## src/rtl/seg7_pkg.sv

```systemverilog
// Shared types, idle levels and the hex-to-seven-segment table used by the
// multiplexed display driver.
package seg7_pkg;

  // Selects one of the four display digits; digit 0 is the rightmost.
  typedef logic [1:0] digit_idx_t;

  localparam int NUM_DIGITS = 4;

  // Idle levels, active-high before any board polarity is applied.
  localparam logic [7:0] SEG_OFF = 8'h00;
  localparam logic [3:0] AN_OFF  = 4'h0;

  // Segment pattern {g,f,e,d,c,b,a} for a hex nibble, active-high.
  function automatic logic [6:0] hex7(input logic [3:0] nibble);
    logic [6:0] pattern;
    case (nibble)
      4'h0:    pattern = 7'h3F;
      4'h1:    pattern = 7'h06;
      4'h2:    pattern = 7'h5B;
      4'h3:    pattern = 7'h4F;
      4'h4:    pattern = 7'h66;
      4'h5:    pattern = 7'h6D;
      4'h6:    pattern = 7'h7D;
      4'h7:    pattern = 7'h07;
      4'h8:    pattern = 7'h7F;
      4'h9:    pattern = 7'h6F;
      4'hA:    pattern = 7'h77;
      4'hB:    pattern = 7'h7C;
      4'hC:    pattern = 7'h39;
      4'hD:    pattern = 7'h5E;
      4'hE:    pattern = 7'h79;
      default: pattern = 7'h71;
    endcase
    return pattern;
  endfunction

endpackage

```

## src/rtl/seg7_hex_decode.sv

```systemverilog
// Combinational nibble to seven-segment decoder, active-high segments.
module seg7_hex_decode
  import seg7_pkg::*;
(
  input  logic [3:0] nibble_i,
  output logic [6:0] seg_o
);

  assign seg_o = hex7(nibble_i);

endmodule

```

## src/rtl/seg7_scan_driver.sv

```systemverilog
// Four-digit multiplexed seven-segment scan driver. New data is written into a
// shadow register and copied into the displayed (active) register only at a
// frame boundary, so a frame never mixes old and new digits. The first
// DEAD_CYCLES of every digit period keep all anodes off to suppress ghosting.
module seg7_scan_driver
  import seg7_pkg::*;
#(
  parameter int unsigned DIV_BITS    = 16,
  parameter int unsigned DEAD_CYCLES = 64,
  parameter bit          SEG_ACT_LOW = 1'b1,
  parameter bit          AN_ACT_LOW  = 1'b1
) (
  input  logic        clk,
  input  logic        reset,
  input  logic        wr_en,
  input  logic [15:0] wr_data,
  input  logic [3:0]  wr_dp,
  input  logic [3:0]  wr_blank,
  output logic        pending,
  output logic        frame_tk,
  output logic [7:0]  seg,
  output logic [3:0]  an
);

  localparam logic [7:0]          SEG_POL    = SEG_ACT_LOW ? 8'hFF : 8'h00;
  localparam logic [3:0]          AN_POL     = AN_ACT_LOW  ? 4'hF  : 4'h0;
  localparam logic [7:0]          SEG_IDLE   = SEG_OFF ^ SEG_POL;
  localparam logic [3:0]          AN_IDLE    = AN_OFF  ^ AN_POL;
  localparam logic [DIV_BITS-1:0] PRESC_MAX  = '1;
  localparam logic [DIV_BITS-1:0] DEAD_LIMIT = DIV_BITS'(DEAD_CYCLES);

  logic [DIV_BITS-1:0] presc_q, presc_d;
  digit_idx_t          idx_q, idx_d;

  logic [15:0] shadow_data_q, shadow_data_d;
  logic [3:0]  shadow_dp_q, shadow_dp_d;
  logic [3:0]  shadow_blank_q, shadow_blank_d;
  logic [15:0] active_data_q, active_data_d;
  logic [3:0]  active_dp_q, active_dp_d;
  logic [3:0]  active_blank_q, active_blank_d;
  logic        pending_q, pending_d;
  logic        frame_tk_q, frame_tk_d;
  logic [7:0]  seg_q, seg_d;
  logic [3:0]  an_q, an_d;

  logic       tick;
  logic       boundary;
  logic [3:0] cur_nibble;
  logic [6:0] cur_pattern;

  assign tick       = (presc_q == PRESC_MAX);
  assign boundary   = tick && (idx_q == digit_idx_t'(NUM_DIGITS - 1));
  assign cur_nibble = active_data_q[{idx_q, 2'b00} +: 4];

  seg7_hex_decode u_decode (
    .nibble_i (cur_nibble),
    .seg_o    (cur_pattern)
  );

  // Next-state logic: scan counters, double buffer hand-over, output pattern.
  always_comb begin
    presc_d        = presc_q + DIV_BITS'(1);
    idx_d          = idx_q;
    shadow_data_d  = shadow_data_q;
    shadow_dp_d    = shadow_dp_q;
    shadow_blank_d = shadow_blank_q;
    active_data_d  = active_data_q;
    active_dp_d    = active_dp_q;
    active_blank_d = active_blank_q;
    pending_d      = pending_q;
    frame_tk_d     = boundary;
    seg_d          = SEG_IDLE;
    an_d           = AN_IDLE;

    if (tick) begin
      idx_d = idx_q + 2'd1;
    end

    // The hand-over uses the pre-edge shadow, so a write landing on the same
    // edge waits in the shadow for the following frame.
    if (boundary && pending_q) begin
      active_data_d  = shadow_data_q;
      active_dp_d    = shadow_dp_q;
      active_blank_d = shadow_blank_q;
      pending_d      = 1'b0;
    end

    if (wr_en) begin
      shadow_data_d  = wr_data;
      shadow_dp_d    = wr_dp;
      shadow_blank_d = wr_blank;
      pending_d      = 1'b1;
    end

    if ((presc_q >= DEAD_LIMIT) && !active_blank_q[idx_q]) begin
      seg_d = {active_dp_q[idx_q], cur_pattern} ^ SEG_POL;
      an_d  = (4'b0001 << idx_q) ^ AN_POL;
    end
  end

  // State and output registers; reset forces the display dark immediately.
  always_ff @(posedge clk or posedge reset) begin
    if (reset) begin
      presc_q        <= '0;
      idx_q          <= '0;
      shadow_data_q  <= '0;
      shadow_dp_q    <= '0;
      shadow_blank_q <= 4'hF;
      active_data_q  <= '0;
      active_dp_q    <= '0;
      active_blank_q <= 4'hF;
      pending_q      <= 1'b0;
      frame_tk_q     <= 1'b0;
      seg_q          <= SEG_IDLE;
      an_q           <= AN_IDLE;
    end else begin
      presc_q        <= presc_d;
      idx_q          <= idx_d;
      shadow_data_q  <= shadow_data_d;
      shadow_dp_q    <= shadow_dp_d;
      shadow_blank_q <= shadow_blank_d;
      active_data_q  <= active_data_d;
      active_dp_q    <= active_dp_d;
      active_blank_q <= active_blank_d;
      pending_q      <= pending_d;
      frame_tk_q     <= frame_tk_d;
      seg_q          <= seg_d;
      an_q           <= an_d;
    end
  end

  assign pending  = pending_q;
  assign frame_tk = frame_tk_q;
  assign seg      = seg_q;
  assign an       = an_q;

endmodule
```

## config.mk

```make
export PLATFORM = sky130hd
export DESIGN_NAME = seg7_scan_driver
export DESIGN_NICKNAME = d
export VERILOG_FILES = /design/src/rtl/seg7_pkg.sv /design/src/rtl/seg7_hex_decode.sv /design/src/rtl/seg7_scan_driver.sv
export SDC_FILE = /design/constraint.sdc
export NUM_CORES = 1
export LEC_CHECK = 0
export ABC_AREA = 1
export CORE_UTILIZATION = 40
export CTS_BUF_LIST = sky130_fd_sc_hd__clkbuf_8
export DETAILED_ROUTE_END_ITERATION = 6
export HOLD_SLACK_MARGIN = 0.02
export PLACE_DENSITY_LB_ADDON = 0.05
export REMOVE_ABC_BUFFERS = 1
export SKIP_LAST_GASP = 1
export SLEW_MARGIN = 30
export SYNTH_ARGS = -nofsm -noshare
export SYNTH_HDL_FRONTEND = slang
export SYNTH_HIERARCHICAL = 1
export SYNTH_SLANG_ARGS = --single-unit
```

## constraint.sdc

```tcl
create_clock -name clk -period 6.7 [get_ports clk]
set_input_delay 0.67 -clock clk [delete_from_list [all_inputs] [get_ports clk]]
set_output_delay 0.67 -clock clk [all_outputs]
set_load 0.01 [all_outputs]
```

Fig. 1: placement view
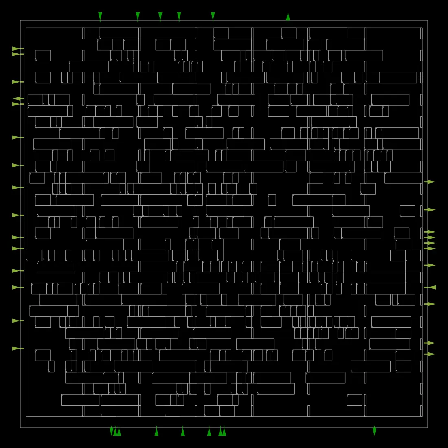
area of the placeable core: 9240 um2
tap cells: 129

Fig. 2: placed cells, one colour a class
Bar = 20 um.
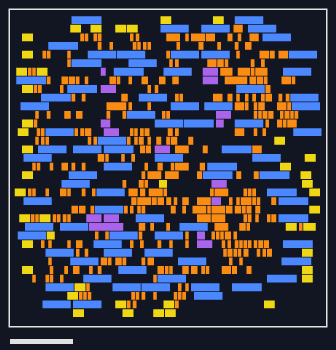
all other logic: drawn in orange, cells 319. flops: drawn in blue, cells 80. clock drivers and dummy loads: drawn in purple, cells 16. other buffers and delay cells: drawn in yellow, cells 43.
share of the final layout cell area in sequential cells: 0.458
share of the core filled with cells: 0.479
floorplan row count: 35
Layout Cell Area excl Fill: 4420 um2

Fig. 3: gate families picked out
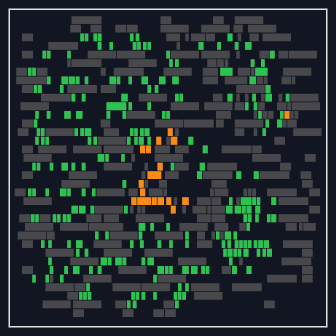
inverting AOI/OAI gates: drawn in orange, cells 17, most used o21ai_0, where middle. NAND gates: drawn in green, cells 224, most used nand2_1, where all over the die.
fraction of area in multi-input gates: 0.344
most common cell after layout, fill and taps aside: sky130_fd_sc_hd__nand2_1
non-filler instance count after layout: 587

Fig. 4: routed clock nets over the placement
Bar = 20 um.
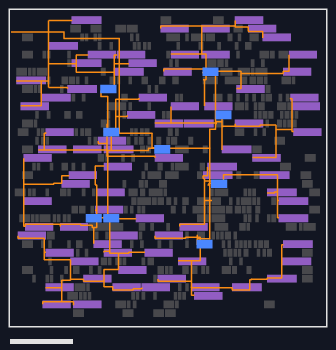
cells driving clock nets: drawn in blue, count 9. flip-flops: drawn in purple, count 80. clock wires: drawn in orange, length 1040 um.
There are 10 routed clock nets. Position of the flops: all over the die.
clock network latency to the later pin of the worst-skew pair: 0.35 ns
worst clock skew: 0.0118 ns
clock network power share: 0.402

==> run notes <==
Physical implementation

Detailed placement finished with a half-perimeter wire length of 4780 um. Per the final layout report, the fraction of cells sized above drive strength 1 comes to 0.127. Sorting the synthesized cells by area gives the leading types as sky130_fd_sc_hd__dfrtp_1, sky130_fd_sc_hd__nand2_1, sky130_fd_sc_hd__dfstp_2. Of all the cell area in the finished design, the clock network holds 0.0464. The reported net switching power is 0.000212 W.

The highest-power group is sequential cells. The post-route minimum period is 2.36 ns. The instance area after placement is 4210 um2. The worst flop-to-flop path endpoint is seg[3]$_DFF_PP1_.

The peak ir drop on the vdd network is 0.000154 V. In the finished design, the share of the clock period the worst path needs comes to 0.352. The number of non-clock buffers is 43. The post-layout worst setup margin is 4.34 ns. Per the post-synthesis report, the number of cells in the design is 421. The flop-to-flop setup slack is 4.34 ns.

The async set-or-reset flop fraction in the synthesized netlist is 1.00. Looking at the cell usage after synthesis, the top flip-flop cell is sky130_fd_sc_hd__dfrtp_1. The first global-routing pass estimated 12700 um of wire.

In this run the mean area of a mapped cell was 9.08 um2. The final-layout non-clock buffer area share is 0.0964. The launch instance of the worst min-delay path is active_blank_q[1]$_DFFE_PP1P_. The power dissipated in the clock network is 0.000367 W. According to the cell report, flip-flops and latches in the layout number 80. The dominant delay contributor by cell family on the critical path is flip-flops. The startpoint identified for the worst register-to-register timing path is idx_q[0]$_DFFE_PP0N_. The actual slew at the worst max-slew pin is 0.883 ns.

The maximum buffer depth of the clock tree is 2. The number of top-level pins is 41. The initial utilization of the core area, before any placement, comes to 0.414. STA classifies the critical path startpoint as a register. The largest net degree at the start of global routing is 81. The portion of total power attributed to combinational logic is 0.046. Counting cells, the worst reg-to-reg path comes to 10.

Of the total synthesized cell area, the portion taken by AND-OR and OR-AND cells is 0.0239. In the post-synthesis netlist, the cell with the most instances is sky130_fd_sc_hd__nand2_1. Among all stages on the critical path, the maximum delay recorded is 0.56 ns. Endpoints failing hold in the final report were tallied at 0. The die area is 9950 um2. The iteration count recorded for the first detailed-route pass is 4. The number of global-route vias before repair came to 2598. The number of gates resized after CTS is 0. In this run, the synthesized area fraction spent on adder and majority cells is recorded as 0.0426. The power consumed by sequential cells is 0.000504 W.

The total overflow reported by the global router is 0. The detailed-route DRC error count is 0. In this run the vertical extent of the chip is 99.7 um. The total chip power is 0.000913 W. STA classifies the critical path endpoint as a register. Dividing the detail-routed via count by the number of cells gives 4.66.

The area fraction in and, or, nand and nor cells is 0.296. The remaining antenna violation count is 0. The overall fraction of global-route tracks in use is 0.161. The number of clock buffer instances in the layout is 10.

The upper clock frequency limit is 0.424 GHz. In the hold report, the worst path ends at active_blank_q[1]$_DFFE_PP1P_. The TritonCTS sink count is 80. The required time of the worst setup path is 6.95 ns. The count of flip-flops with a built-in enable after synthesis is 0. The count of inverters not on the clock network in the layout is 20. Yosys reports the multiplexer fraction of the synthesized area as 0. The power report lists the combinational group at 0.0000416 W. The clock tree synthesis step divided the H-tree into 3 levels. Input and output buffers added on the ports amount to 40. The timing report shows that the slowest cell on the worst path is sky130_fd_sc_hd__dfrtp_1.

The flow ran to the end, and the final reports show no timing, DRC or antenna violations. The biggest cell category by area in the final layout is flip-flops and latches.
No activity file was given, so power comes from the tool's default toggle rates.
